Figure 1. Clock wiring as the flow saved it (run 1).
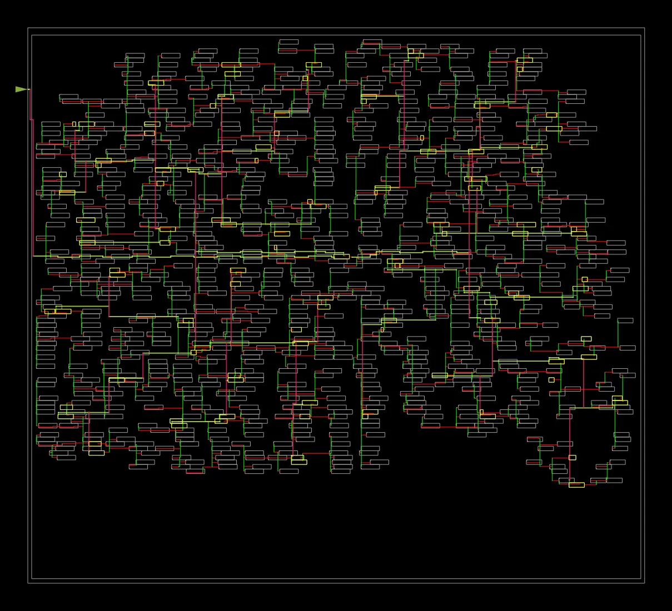
Figure 2. Where the registers sit (run 1).
Other sequential cells in the stronger gray, the rest of the logic in the fainter gray.
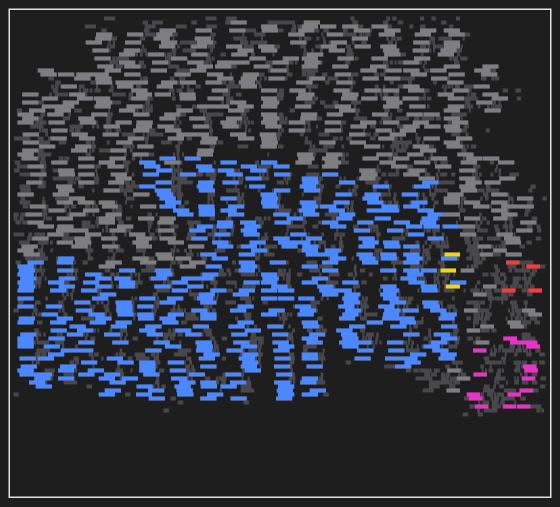
Figure 3. Routed clock nets over the placement (run 1).
The bar under the picture is 100 um long.
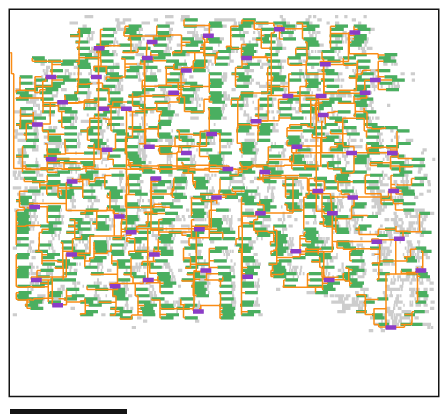
File: src/rtl/directory_req_sched.sv
// Purpose: shared request payload type for the L2-to-directory request channels.
// Latency: n/a (type definitions only).
// Backpressure: n/a.
package directory_req_sched_pkg;
   typedef struct packed {
      logic [4:0]  nid;
      logic [5:0]  l2id;
      logic [2:0]  cmd;
      logic [37:0] paddr;
   } I_l2todr_req_type;
endpackage

// Purpose: queue L2 demand and prefetch requests, arbitrate one at a time into the directory bank.
// Latency: 1 cycle from an accepted push into an empty queue to drbank_req_valid (no bypass).
// Backpressure: demand retries when full; prefetch drops its oldest entry when full, retrying only while its full head is held.
module directory_req_sched
   import directory_req_sched_pkg::*;
#(
   parameter int REQ_DEPTH = 8,
   parameter int PF_DEPTH  = 8,
   parameter int PF_STARVE = 4
) (
   input  logic             clk,
   input  logic             reset,
   input  logic             l2todr_req_valid,
   output logic             l2todr_req_retry,
   input  I_l2todr_req_type l2todr_req,
   input  logic             l2todr_pfreq_valid,
   output logic             l2todr_pfreq_retry,
   input  I_l2todr_req_type l2todr_pfreq,
   output logic             drbank_req_valid,
   input  logic             drbank_req_retry,
   output I_l2todr_req_type drbank_req,
   output logic             drbank_req_is_pf,
   output logic [15:0]      pf_drop_cnt
);

   localparam int DPW = $clog2(REQ_DEPTH);
   localparam int DCW = DPW + 1;
   localparam int PPW = $clog2(PF_DEPTH);
   localparam int PCW = PPW + 1;

   I_l2todr_req_type d_mem [REQ_DEPTH];
   I_l2todr_req_type p_mem [PF_DEPTH];
   logic [DPW-1:0]   d_wr_ptr, d_rd_ptr;
   logic [DCW-1:0]   d_cnt;
   logic [PPW-1:0]   p_wr_ptr, p_rd_ptr;
   logic [PCW-1:0]   p_cnt;
   logic             hold, hold_pf;
   logic [3:0]       starve_cnt;
   logic [15:0]      drop_cnt;

   logic d_full, d_empty, p_full, p_empty;
   logic d_push, d_pop, p_push, p_pop, p_drop, p_inc;
   logic sel_vld, sel_pf, xfer;

   // Queue status and handshake qualifiers, all from registered state
   assign d_full   = (d_cnt == DCW'(REQ_DEPTH));
   assign d_empty  = (d_cnt == '0);
   assign p_full   = (p_cnt == PCW'(PF_DEPTH));
   assign p_empty  = (p_cnt == '0);

   assign l2todr_req_retry   = d_full;
   // A held prefetch head must never be dropped, so only then does the prefetch port push back
   assign l2todr_pfreq_retry = p_full & hold & hold_pf;

   assign d_push = l2todr_req_valid & ~d_full;
   assign p_push = l2todr_pfreq_valid & ~l2todr_pfreq_retry;
   assign xfer   = sel_vld & ~drbank_req_retry;
   assign d_pop  = xfer & ~sel_pf;
   assign p_pop  = xfer & sel_pf;
   assign p_drop = p_push & p_full & ~p_pop;
   assign p_inc  = p_push & ~p_drop;

   assign drbank_req_valid = sel_vld;
   assign drbank_req_is_pf = sel_pf;
   assign pf_drop_cnt      = drop_cnt;

   // Select the source queue: frozen while held, else starvation guard, demand, prefetch
   always_comb begin
      sel_vld    = 1'b0;
      sel_pf     = 1'b0;
      drbank_req = '0;
      if (hold) begin
         sel_vld = 1'b1;
         sel_pf  = hold_pf;
      end else if ((starve_cnt == 4'(PF_STARVE)) && !p_empty) begin
         sel_vld = 1'b1;
         sel_pf  = 1'b1;
      end else if (!d_empty) begin
         sel_vld = 1'b1;
      end else if (!p_empty) begin
         sel_vld = 1'b1;
         sel_pf  = 1'b1;
      end
      if (sel_vld) begin
         drbank_req = sel_pf ? p_mem[p_rd_ptr] : d_mem[d_rd_ptr];
      end
   end

   // Payload storage; contents are don't-care until the matching pointer makes them valid
   always_ff @(posedge clk) begin
      if (d_push) d_mem[d_wr_ptr] <= l2todr_req;
      if (p_push) p_mem[p_wr_ptr] <= l2todr_pfreq;
   end

   // Demand queue pointers and occupancy
   always_ff @(posedge clk or negedge reset) begin
      if (!reset) begin
         d_wr_ptr <= '0;
         d_rd_ptr <= '0;
         d_cnt    <= '0;
      end else begin
         if (d_push) d_wr_ptr <= d_wr_ptr + 1'b1;
         if (d_pop)  d_rd_ptr <= d_rd_ptr + 1'b1;
         case ({d_push, d_pop})
            2'b10:   d_cnt <= d_cnt + 1'b1;
            2'b01:   d_cnt <= d_cnt - 1'b1;
            default: d_cnt <= d_cnt;
         endcase
      end
   end

   // Prefetch queue pointers and occupancy; a drop advances the head and keeps the count
   always_ff @(posedge clk or negedge reset) begin
      if (!reset) begin
         p_wr_ptr <= '0;
         p_rd_ptr <= '0;
         p_cnt    <= '0;
      end else begin
         if (p_push)          p_wr_ptr <= p_wr_ptr + 1'b1;
         if (p_pop || p_drop) p_rd_ptr <= p_rd_ptr + 1'b1;
         case ({p_inc, p_pop})
            2'b10:   p_cnt <= p_cnt + 1'b1;
            2'b01:   p_cnt <= p_cnt - 1'b1;
            default: p_cnt <= p_cnt;
         endcase
      end
   end

   // Freeze the presented request while the bank refuses it
   always_ff @(posedge clk or negedge reset) begin
      if (!reset) begin
         hold    <= 1'b0;
         hold_pf <= 1'b0;
      end else if (sel_vld && drbank_req_retry) begin
         hold    <= 1'b1;
         hold_pf <= sel_pf;
      end else begin
         hold    <= 1'b0;
         hold_pf <= 1'b0;
      end
   end

   // Count demand grants that bypassed a waiting prefetch
   always_ff @(posedge clk or negedge reset) begin
      if (!reset) begin
         starve_cnt <= '0;
      end else if (p_empty || p_pop) begin
         starve_cnt <= '0;
      end else if (d_pop && (starve_cnt != 4'(PF_STARVE))) begin
         starve_cnt <= starve_cnt + 4'd1;
      end
   end

   // Saturating count of prefetches lost to overflow
   always_ff @(posedge clk or negedge reset) begin
      if (!reset) begin
         drop_cnt <= '0;
      end else if (p_drop && (drop_cnt != 16'hFFFF)) begin
         drop_cnt <= drop_cnt + 16'd1;
      end
   end

endmodule

File: config.mk
export PLATFORM = sky130hd
export DESIGN_NAME = directory_req_sched
export DESIGN_NICKNAME = d
export VERILOG_FILES = /design/src/rtl/directory_req_sched.sv
export SDC_FILE = /design/constraint.sdc
export NUM_CORES = 1
export LEC_CHECK = 0
export ABC_AREA = 1
export CAP_MARGIN = 30
export CORE_ASPECT_RATIO = 0.9
export CORE_MARGIN = 2
export CORE_UTILIZATION = 30
export CTS_CLUSTER_DIAMETER = 60
export CTS_CLUSTER_SIZE = 40
export DETAILED_ROUTE_END_ITERATION = 8
export PLACE_DENSITY = 0.46
export SKIP_CTS_REPAIR_TIMING = 1
export SLEW_MARGIN = 10
export SYNTH_ARGS = -nofsm -noshare
export SYNTH_HDL_FRONTEND = slang
export SYNTH_SLANG_ARGS = --single-unit
File: constraint.sdc
create_clock -name clk -period 4.7 [get_ports clk]
set_input_delay 0.94 -clock clk [delete_from_list [all_inputs] [get_ports clk]]
set_output_delay 0.94 -clock clk [all_outputs]
set_load 0.05 [all_outputs]
==> Slide: Implementation Results, run 1 <==
Implementation Results

Outcome
  • Status: complete, no violations

Setup path
  • Req. time, crit path: 3760 ps
  • CP cell instances: buf_4, nand2_1, nand3_1, nand3_1, nand3_1, nand2_1, a21oi_1, clkdlybuf4s50_1
  • R2r worst-path depth: 16
  • Reg2reg start: starve_cnt[0]$_DFFE_PN0P_
  • Crit-path max cell delay: 840 ps
  • Startpoint class of the critical path: flop
  • Worst R2R Setup Slack: 1770 ps
  • CP Capture Point: drbank_req[4]
  • Worst Setup End Kind: primary output
  • Crit-path leading delay family: buffers and inverters
  • CP Max Fanout: 36
  • Critical path buffer and inverter count: 2

Pwr
  • Internal power: 16.0 mW
  • Sequential power: 10.1 mW
  • Power Total: 27.7 mW
  • VDD IR-drop max: 0.707 mV
  • Share of total power in the clock network: 0.211

Placement
  • Cell Area, Placed: 39700 um2
  • I/O Buffers: 180
  • Hpwl dp: 58.0 mm

Finish
  • Leading cell kind: registers
  • Inverter count: 147
  • Clock buf/inv share: 0.0522
  • Share of layout cells above drive strength 1: 0.0943
  • Non-clock buffer share of cell area: 0.0665
  • Logic share of the area: 0.200
  • Logic area: 8370 um2
  • Signal buffers: 243
  • Post-Layout Inst Area: 41900 um2
  • Area delta synth->final: 17.9%

Yosys
  • Ys flops: 874
  • Post-synth EDFFs: 832
  • Yosys Instances: 2825
  • AO/OA Area Share: 0.0482
  • Synth Seq Share: 0.732
  • Synth top cells by count: edfxtp_1 (832), nand2_1 (661), nand3_1 (436)
  • Comb area leader: simple AND/OR/NAND/NOR gates
  • Count leader, synth: edfxtp_1
  • Ys flop type: edfxtp_1
  • Mapped Cells: 2825
  • Avg Cell Area, Syn: 12.6 um2
  • MUX share of area: 0.0293
  • Top cells by area: edfxtp_1 (70%), nand2_1 (7.0%), nand3_1 (6.1%), dfrtp_1 (3.0%), mux2i_1 (2.9%)
  • Async SR Flop Fraction: 0.0481

Final timing
  • Max_slew headroom: 0.428
  • RSZ-0062 raised after global routing: false
  • TNS Setup: 0 ps
  • Slew @ Worst Pin: 858 ps
  • Tcrit/Tclk final: 0.945
  • Clock Skew: 35.9 ps
  • Hold Slack: 349 ps
  • Max Freq: 0.225 GHz

Floorplan
  • Ports: 181
  • DIE AREA: 121000 um2
  • Tap Cells: 1573
  • FP Util: 0.303

Routing
  • Routed len/inst: 21.6 um
  • Routed vias: 22200
  • Final ANT Viol Nets: 0
  • Wl on met1: 44.3 mm
  • Routed wl met3: 4.85 mm
  • DR top layer: met5
  • Met2 wire len: 48.3 mm
  • Final wirelength: 99.4 mm

GRT
  • Grt peak-use layer: met2
  • GR Layer Usage met3: 0.0265
  • First-pass GRT wire length: 146 mm
  • Grt ovf: 0
  • Initial antenna violation count: 22
  • Largest net degree at the start of global routing: 115
  • Vias in the first global route: 21600
  • Met1 usage: 0.216

Run
  • Max-cap viol count: 0
  • Tool warning count: 31

Clocking
  • Worst-path clk slew: 80 ps
  • Num CTS Buffers: 59
  • CTS max path bufs: 3
  • Late-Pin Clk Latency: 710 ps
-- Figure 1 (at the start) --
# clk buffers: 60
Flop Count: 874
clock sink total: 874

-- Figure 2 (at the start) --
| netlist name | color | placed flops |
|---|---|---|
| d_rd_ptr | yellow | 3 |
| p_cnt | red | 4 |
| pf_drop_cnt | magenta | 16 |
| d_mem | blue | 416 |

-- Figure 3 (at the start) --
[clock wires] orange | length: 10400 um
[flip-flops] green | count: 874
[clock drivers] purple | count: 59
routed clock nets: 60

Figure 4. Cell classes on the final placement (run 1).
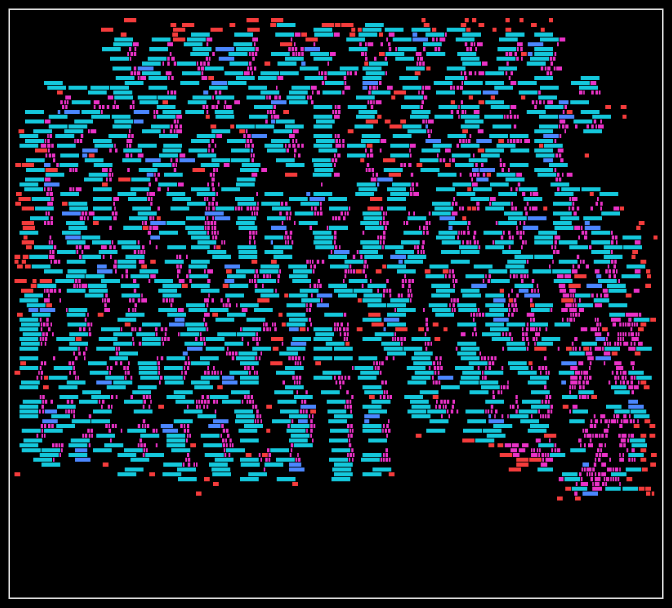

==> run 2, diff against run 1 <==
GPL_TIMING_DRIVEN = 0   (was not set)
Figure 5. Cell classes on the final placement (run 2).
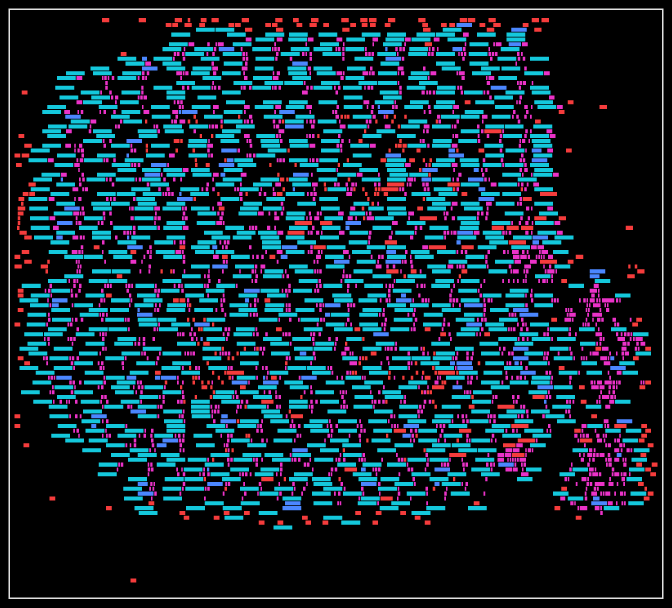
| class | color | cells | share of their area |
|---|---|---|---|
| other buffers and delay cells | red | 386 | 8.6% |
| clock drivers and dummy loads | blue | 125 | 5.8% |
| combinational and other logic | magenta | 1784 | 22% |
| flops | cyan | 874 | 64% |

Figure 6. Routed clock nets over the placement (run 2).
The bar under the picture is 100 um long.
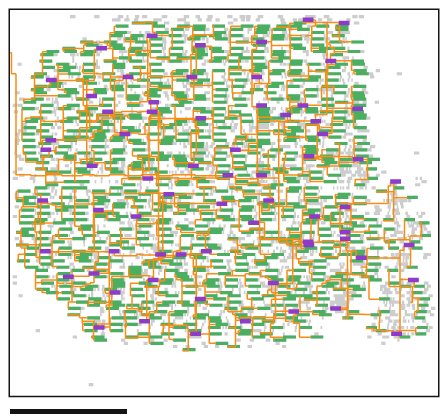
[clock wires] orange | length: 10900 um
[clock drivers] purple | count: 68
[flip-flops] green | count: 874
flops lie: widely spread

==> run 2 against run 1 <==
  * Non-clock buffer count up 143
  * Wire length rose by 9.8%
  * First-iteration DRC count rose by 41%
  * Sequential share of layout area fell by 1.3 points
  * Via count is 1.6% higher
  * Critical path depth is 2 higher
  * Count of clock-buffer cells in the layout increased by 18
  * Combinational power up 7%
  * Core utilization grew 0.77 points
  * Clock skew is 10 ps lower
  * Critical path type unchanged
  * Highest routed layer unchanged
==> Slide: Implementation Results, run 2 <==
Implementation Results

Outcome
  • Status: complete, no violations

Yosys
  • Synth Seq Share: 0.732 (unchanged)
  • Count leader, synth: edfxtp_1
  • Ys flops: 874 (unchanged)
  • Synth cell types: 36
  • Post-synth EDFFs: 832 (unchanged)
  • AO/OA Area Share: 0.0482 (unchanged)
  • Ys flop type: edfxtp_1
  • Mapped Cells: 2825 (unchanged)
  • Comb area leader: simple AND/OR/NAND/NOR gates
  • Async SR Flop Fraction: 0.0481 (unchanged)
  • MUX share of area: 0.0293 (unchanged)
  • Top cells by area: edfxtp_1 (70%), nand2_1 (7.0%), nand3_1 (6.1%), dfrtp_1 (3.0%), mux2i_1 (2.9%)
  • Yosys Instances: 2825 (unchanged)
  • Avg Cell Area, Syn: 12.6 um2 (unchanged)

Placement
  • Placed insts: 4617
  • Hpwl dp: 75.1 mm (+30%)
  • Cell Area, Placed: 40400 um2 (+1.6%)
  • I/O Buffers: 180 (unchanged)

Final timing
  • Max Freq: 0.217 GHz (-3.5%)
  • Tcrit/Tclk final: 0.980 (+0.0344)
  • Slew @ Worst Pin: 884 ps (+26.3 ps)
  • Hold Slack: 255 ps (-93.8 ps)
  • Clock Skew: 25.8 ps (-10.2 ps)
  • TNS Setup: 0 ps (unchanged)
  • Max_slew headroom: 0.410 (-0.0175)

Setup path
  • Worst Setup End Kind: primary output
  • CP cell instances: buf_2, clkinvlp_4, buf_2, buf_1, nand3_1, nand3_1, nand3_1, nand2_1, a21oi_1, dlymetal6s2s_1
  • Critical path buffer and inverter count: 5 (+3)
  • CP Max Fanout: 10 (-72%)
  • Reg2reg start: starve_cnt[0]$_DFFE_PN0P_
  • Crit-path max cell delay: 500 ps (-340 ps)
  • Worst R2R Setup Slack: 1670 ps (-100 ps)
  • Startpoint class of the critical path: flop
  • R2r worst-path depth: 16 (unchanged)
  • Req. time, crit path: 3760 ps (about the same)
  • CP Capture Point: drbank_req[42]
  • Crit-path leading delay family: buffers and inverters

Pwr
  • Combinational Power Share: 0.437
  • Power Total: 28.7 mW (+3.5%)
  • VDD IR-drop max: 0.521 mV (-26%)
  • P_leak: 15.8 nW
  • Sequential power: 9.90 mW (about the same)

Finish
  • Logic area: 8390 um2 (+0.18%)
  • Clock buf/inv share: 0.0551 (+0.00290)
  • Inverter count: 147 (unchanged)
  • Leading cell kind: registers
  • Signal buffers: 386 (+59%)
  • Flop Count: 874 (unchanged)
  • Fin util: 0.365
  • Non-clock buffer share of cell area: 0.0821 (+0.0156)
  • # clk buffers: 78 (+30%)
  • Share of layout cells above drive strength 1: 0.0940 (-0.000254)
  • Logic share of the area: 0.196 (-0.00386)

Clocking
  • Worst-path clk slew: 90 ps (about the same)
  • Clock sink total: 874 (unchanged)
  • CTS max path bufs: 3 (unchanged)
  • Num CTS Buffers: 68 (+15%)

Routing
  • Wl on met1: 51.2 mm (+16%)
  • Final wirelength: 109 mm (+9.8%)
  • Routed len/inst: 23.0 um (+6.0%)
  • Routed wl met3: 7.07 mm (+46%)
  • Routed vias: 22600 (+1.6%)
  • Met2 wire len: 48.3 mm (about the same)
  • Final ANT Viol Nets: 0 (unchanged)
  • DR top layer: met5

Floorplan
  • FP Util: 0.303 (unchanged)
  • DIE AREA: 121000 um2 (unchanged)
  • Tap Cells: 1573 (unchanged)
  • Chip height: 331 um
  • Ports: 181 (unchanged)
  • Core area: 117000 um2
  • Row count: 119

Run
  • Max-cap viol count: 0 (unchanged)
  • Tool warning count: 28 (-9.7%)

GRT
  • Met1 usage: 0.259 (+0.0425)
  • Largest net degree at the start of global routing: 26 (-77%)
  • Initial antenna violation count: 22 (unchanged)
  • Vias in the first global route: 21800 (+0.76%)
  • GR Layer Usage met3: 0.0351 (+0.00858)
  • Grt ovf: 0 (unchanged)
  • Grt peak-use layer: met2
Power and IR drop assume default switching activity.
